### src/rtl/aligned_burst_read_master.sv
// Burst read master: issues aligned Avalon-MM read bursts into a show-ahead FIFO.
// Bursts never cross a MAXBURSTCOUNT-word boundary and never outrun FIFO space.
module aligned_burst_read_master #(
    parameter int DATAWIDTH       = 32,
    parameter int ADDRESSWIDTH    = 32,
    parameter int MAXBURSTCOUNT   = 4,
    parameter int BURSTCOUNTWIDTH = 3,
    parameter int FIFODEPTH       = 32,
    parameter int FIFODEPTH_LOG2  = 5
) (
    input  logic                       clk,
    input  logic                       reset,
    input  logic                       control_fixed_location,
    input  logic [ADDRESSWIDTH-1:0]    control_read_base,
    input  logic [ADDRESSWIDTH-1:0]    control_read_length,
    input  logic                       control_go,
    input  logic                       control_abort,
    output logic                       control_done,
    output logic                       control_early_done,
    input  logic                       user_read_buffer,
    output logic [DATAWIDTH-1:0]       user_buffer_data,
    output logic                       user_data_available,
    output logic [ADDRESSWIDTH-1:0]    master_address,
    output logic                       master_read,
    output logic [DATAWIDTH/8-1:0]     master_byteenable,
    output logic [BURSTCOUNTWIDTH-1:0] master_burstcount,
    input  logic [DATAWIDTH-1:0]       master_readdata,
    input  logic                       master_readdatavalid,
    input  logic                       master_waitrequest
);

    localparam int BYTES = DATAWIDTH / 8;
    localparam int SHIFT = $clog2(BYTES);
    localparam int PW    = FIFODEPTH_LOG2 + 1;
    localparam logic [ADDRESSWIDTH-1:0] MAXW = ADDRESSWIDTH'(MAXBURSTCOUNT);

    logic [ADDRESSWIDTH-1:0]    r_address;
    logic [ADDRESSWIDTH-1:0]    r_remaining;
    logic                       r_fixed;
    logic                       r_read;
    logic [BURSTCOUNTWIDTH-1:0] r_burst;
    logic                       r_abort_held;
    logic [PW-1:0]              r_pending;
    logic [PW-1:0]              r_used;
    logic [FIFODEPTH_LOG2-1:0]  r_wr_ptr;
    logic [FIFODEPTH_LOG2-1:0]  r_rd_ptr;
    logic [DATAWIDTH-1:0]       r_mem [FIFODEPTH];

    logic                       w_accept;
    logic                       w_hold;
    logic                       w_push;
    logic                       w_pop;
    logic                       w_go;
    logic                       w_early_done;
    logic                       w_done;
    logic [ADDRESSWIDTH-1:0]    w_addr_n;
    logic [ADDRESSWIDTH-1:0]    w_rem_n;
    logic                       w_fixed_n;
    logic [PW-1:0]              w_pend_n;
    logic [PW-1:0]              w_used_n;
    logic [ADDRESSWIDTH-1:0]    w_offset;
    logic [ADDRESSWIDTH-1:0]    w_limit;
    logic [ADDRESSWIDTH-1:0]    w_burst_wide;
    logic [BURSTCOUNTWIDTH-1:0] w_burst_n;
    logic [31:0]                w_free;
    logic                       w_issue;

    always_comb begin
        w_accept     = r_read && !master_waitrequest;
        w_hold       = r_read && master_waitrequest;
        w_push       = master_readdatavalid && (r_pending != '0);
        w_pop        = user_read_buffer && (r_used != '0);
        w_early_done = (r_remaining == '0) && !r_read;
        w_done       = w_early_done && (r_pending == '0) && (r_used == '0);
        w_go         = control_go && w_done;

        w_addr_n  = r_address;
        w_rem_n   = r_remaining;
        w_fixed_n = r_fixed;
        if (w_go) begin
            w_addr_n  = control_read_base;
            w_rem_n   = control_read_length >> SHIFT;
            w_fixed_n = control_fixed_location;
        end else if (w_accept) begin
            if (control_abort || r_abort_held)
                w_rem_n = '0;
            else
                w_rem_n = r_remaining - ADDRESSWIDTH'(r_burst);
            if (!r_fixed)
                w_addr_n = r_address + (ADDRESSWIDTH'(r_burst) << SHIFT);
        end else if (!r_read && control_abort) begin
            w_rem_n = '0;
        end

        w_pend_n = r_pending
                 + (w_accept ? PW'(r_burst) : '0)
                 - (w_push ? PW'(1) : '0);
        w_used_n = r_used + PW'(w_push) - PW'(w_pop);

        // The next command is sized from post-update state so bursts run back to back.
        w_offset     = (w_addr_n >> SHIFT) & (MAXW - 1'b1);
        w_limit      = w_fixed_n ? MAXW : (MAXW - w_offset);
        w_burst_wide = (w_rem_n < w_limit) ? w_rem_n : w_limit;
        w_burst_n    = BURSTCOUNTWIDTH'(w_burst_wide);
        w_free       = 32'(FIFODEPTH) - 32'(w_used_n) - 32'(w_pend_n);
        w_issue      = (w_rem_n != '0) && (w_free >= 32'(w_burst_n));
    end

    always_ff @(posedge clk) begin
        if (reset) begin
            r_address    <= '0;
            r_remaining  <= '0;
            r_fixed      <= 1'b0;
            r_read       <= 1'b0;
            r_burst      <= '0;
            r_abort_held <= 1'b0;
            r_pending    <= '0;
            r_used       <= '0;
            r_wr_ptr     <= '0;
            r_rd_ptr     <= '0;
        end else begin
            r_address   <= w_addr_n;
            r_remaining <= w_rem_n;
            r_fixed     <= w_fixed_n;
            r_pending   <= w_pend_n;
            r_used      <= w_used_n;
            if (w_push)
                r_wr_ptr <= r_wr_ptr + 1'b1;
            if (w_pop)
                r_rd_ptr <= r_rd_ptr + 1'b1;
            if (w_hold) begin
                r_abort_held <= r_abort_held || control_abort;
            end else begin
                r_abort_held <= 1'b0;
                r_read       <= w_issue;
                r_burst      <= w_issue ? w_burst_n : '0;
            end
        end
    end

    always_ff @(posedge clk) begin
        if (w_push)
            r_mem[r_wr_ptr] <= master_readdata;
    end

    assign master_address      = r_address;
    assign master_read         = r_read;
    assign master_burstcount   = r_burst;
    assign master_byteenable   = '1;
    assign user_buffer_data    = r_mem[r_rd_ptr];
    assign user_data_available = (r_used != '0);
    assign control_early_done  = w_early_done;
    assign control_done        = w_done;

endmodule

### config.mk
export PLATFORM = sky130hd
export DESIGN_NAME = aligned_burst_read_master
export DESIGN_NICKNAME = d
export VERILOG_FILES = /design/src/rtl/aligned_burst_read_master.sv
export SDC_FILE = /design/constraint.sdc
export NUM_CORES = 1
export LEC_CHECK = 0
export CORE_MARGIN = 2
export CORE_UTILIZATION = 47
export CTS_BUF_LIST = sky130_fd_sc_hd__clkbuf_16
export DETAILED_ROUTE_END_ITERATION = 6
export PLACE_DENSITY = 0.63
export SYNTH_ARGS = -nofsm -noshare
export SYNTH_HDL_FRONTEND = slang
export SYNTH_SLANG_ARGS = --single-unit
### constraint.sdc
create_clock -name clk -period 6.7 [get_ports clk]
set_input_delay 1.675 -clock clk [delete_from_list [all_inputs] [get_ports clk]]
set_output_delay 1.675 -clock clk [all_outputs]
set_load 0.01 [all_outputs]
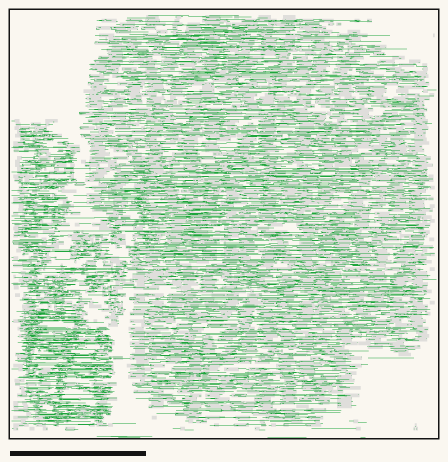
Figure 1: signal wires on met1.
Bar = 100 um.
main direction: horizontal
longest straight run: 112 um
share of all routed wire: 42%
wire length on this layer: 45.7 mm
Via Count: 23.4k
final WL: 109000 um
M1 GR Usage: 30.9%

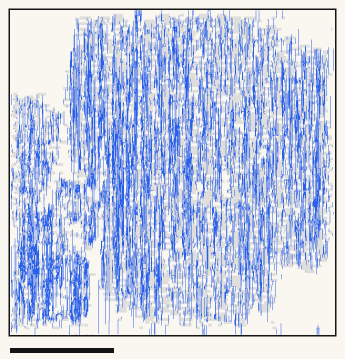
Figure 2: M2 wires.
Bar = 100 um.
longest straight run: 129 um
share of all routed wire: 50%
main direction: vertical

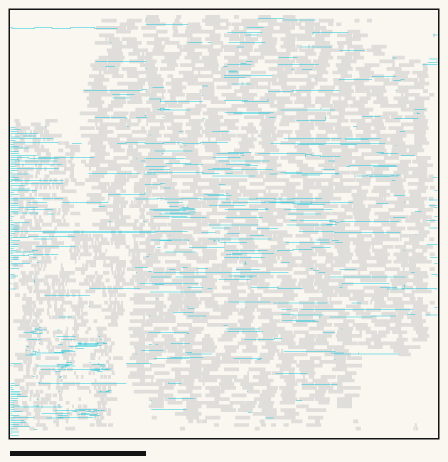
Figure 3: M3 wires.
Bar = 100 um.
nets with wire on the layer: 309
main direction: horizontal
M3 GR Usage: 3.80%

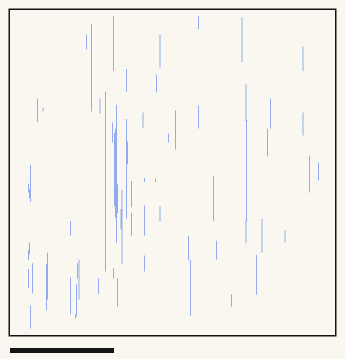
Figure 4: the metal 4 layer.
Bar = 100 um.
share of all routed wire: 2.0%
main direction: vertical

==> ci_impl_report.md <==
## Implementation flow summary

| Metric | Value |
|---|---|
| Outcome | `completed` |
| Asr flop ratio synth | `0%` |
| Post-CTS Setup Bufs | `0` |
| Layout filler cell count | `7271` |
| PwrDens | `360 nW/um^2` |
| CTS Buffer Depth | `3` |
| Pre-CTS setup slack | `39.0 ps` |
| Clk pwr share | `32.4%` |
| Reg-to-reg startpoint | `r_remaining[6]$_SDFF_PP0_` |
| First-pass GRT wire length | `161000 um` |
| RR Endpoint | `master_burstcount[2]$_SDFFE_PP0N_` |
| Sequential Power Share | `42.3%` |
| RSZ-0062 raised after global routing | `no` |
| Initial antenna violation count | `2` |
| Drt wl/cell | `27.9 um` |
| CTS tree | `built` |
| Post-Layout Cell Count | `3918` |
| Post-Place Cells | `3709` |
| Non-clk bufs | `254` |
| CTS Root Cell | `clkbuf_16` |
| Synth top cell by count | `edfxtp_1` |
| Hold path depth | `2` |
| Net Sw Power | `0.00518 W` |
| Overall power | `0.0189 W` |
| # IOs | `179` |
| CP endpoint kind | `register` |
| Inverters excl. clock | `37` |
| Min cycle time layout | `5980 ps` |
| Commonest flop | `edfxtp_1` |
| Antenna-violating nets left | `0` |
| Startpoint Class | `input port` |
| Clock buffer count from CTS | `112` |
| Layout Skew | `30.6 ps` |
| Slew margin rel. | `24.4%` |
| Comb area leader | `multiplexers` |
| Slowest library cell on the worst path | `clkdlybuf4s50_1` |
| Final weighted congestion in routability-driven placement | `0.874` |
| Synth area leaders | `edfxtp_1, mux4_2, dfxtp_1, nor2_1, ha_1` |
| Mapped Avg Cell Area | `19.5 sq um` |
| Crit. Startpoint | `control_go` |
| Simple Share, Synth | `4.31%` |
| First-pass detailed-route iteration total | `6` |
| Worst setup path end | `master_burstcount[2]$_SDFFE_PP0N_` |
| H-tree levels | `3` |
| Comb pwr | `0.00478 W` |
| Top cells by count | `edfxtp_1, mux4_2, nor2_1, dfxtp_1, clkbuf_1` |
| Xor-xnor portion of the synthesized cell area | `0.855%` |
| Hold WC Path Type | `register to register` |
| Worst vdd ir | `302 uV` |
| Mapped Cells | `2307` |
| WHS Endpoint | `master_address[1]$_SDFFE_PP0P_` |
| Routed vias/inst | `5.97` |
| Final Hold Viols | `0` |
| Core Util at FP | `47.5%` |
| Dominant class by area | `flip-flops and latches` |
| Count of different cell masters after synthesis | `74` |
| FF/Latch Area | `32700 sq um` |
| Logic share of the area | `22.9%` |
| Core box area | `95000 sq um` |
| Sw Share | `27.3%` |
| Top Layout Cells | `edfxtp_1, mux4_2, clkdlybuf4s50_1` |
| # diodes | `0` |
| Chip area | `98400 sq um` |
| Cts hold-fix bufs | `0` |
| Worst Reg2Reg Path Length in Cells | `21` |
| Sequential cell count | `1121` |
| Clock group | `0.00614 W` |
| FA/HA/MAJ Cells, Area Fraction | `1.36%` |
| CP Depth | `22` |
| Ys cells | `2307` |
| Largest delay share family, worst path | `simple AND/OR/NAND/NOR gates` |
| Final period utilization | `89.2%` |
| Slew at the pin closest to its max-slew limit | `1130 ps` |
| Design Area, Final | `52500 sq um` |
| Mux frac, synth | `16.9%` |
| CP Cell Sequence | `clkdlybuf4s50_1, inv_1, or2_2, or4_1, nor2_2, nor2_1, a21oi_1, ha_1, nand2_1, ha_1, o21a_1, o31ai_1, and4b_1, a21boi_0, or2_1, ha_1, a21o_1, a2111oi_0, o211a_1, nor3_1, o21ai_1, o31ai_1` |
| Seq area share | `62.3%` |
| Commonest Layout Cell | `edfxtp_1` |
| Static leakage | `16.5 nW` |
| Post-synth top area cell | `edfxtp_1` |
| Yosys chip area | `45100 sq um` |
| Seq pwr | `0.00801 W` |
| Port buffer count | `172` |
| Crit path DAT | `6540 ps` |
| Critical path type | `input port to register` |
| DR DRC count | `0` |
| CP bufs+invs | `2` |
| N_taps | `1265` |
| Vias in the first global route | `24.5k` |
| Largest fanout on the critical path | `5` |
| Seq/Total Area, Yosys | `72.5%` |
| Final setup margin | `723 ps` |
| Latency at later pin | `690 ps` |
| Post-DP HPWL | `62400 um` |
| Die extent in y | `314 um` |
| Crit-path max cell delay | `550 ps` |
| TNS Setup | `0 ps` |
| DP Area | `48900 sq um` |
| Max power group | `registers` |
| Final Net Count | `2708` |
| Fmax | `167 MHz` |
==> kinds of logic (layout without fill, tap and decap cells) <==
family          after synthesis  count (layout)
flops                      1121            1121
simple gates                398             398
mux                         357             357
compound gates              183             183
buf+inv                     157             500
fa+ha+maj                    46              46
xor+xnor                     44              44
other cells                   1               4
==> flip-flops by register name, summed over array words and instances (netlist names), named ones only <==
name               count
master_address        32
r_used                 6
r_wr_ptr               5
r_remaining           32
r_mem               1024
r_pending              6
r_rd_ptr               5
r_abort_held           1
master_burstcount      3
r_fixed                1
master_read            1
==> layer usage <==
metal / share of wire, % / vias to the layer above / global-route usage, %
met5: 0.021 / - / 0
met4: 2.0 / 4 / 5.73
met3: 6.4 / 156 / 3.80
met2: 50 / 863 / 37.0
met1: 42 / 12400 / 30.9
li1: - / 10000 / -
Power is estimated from default activity; no workload was simulated.
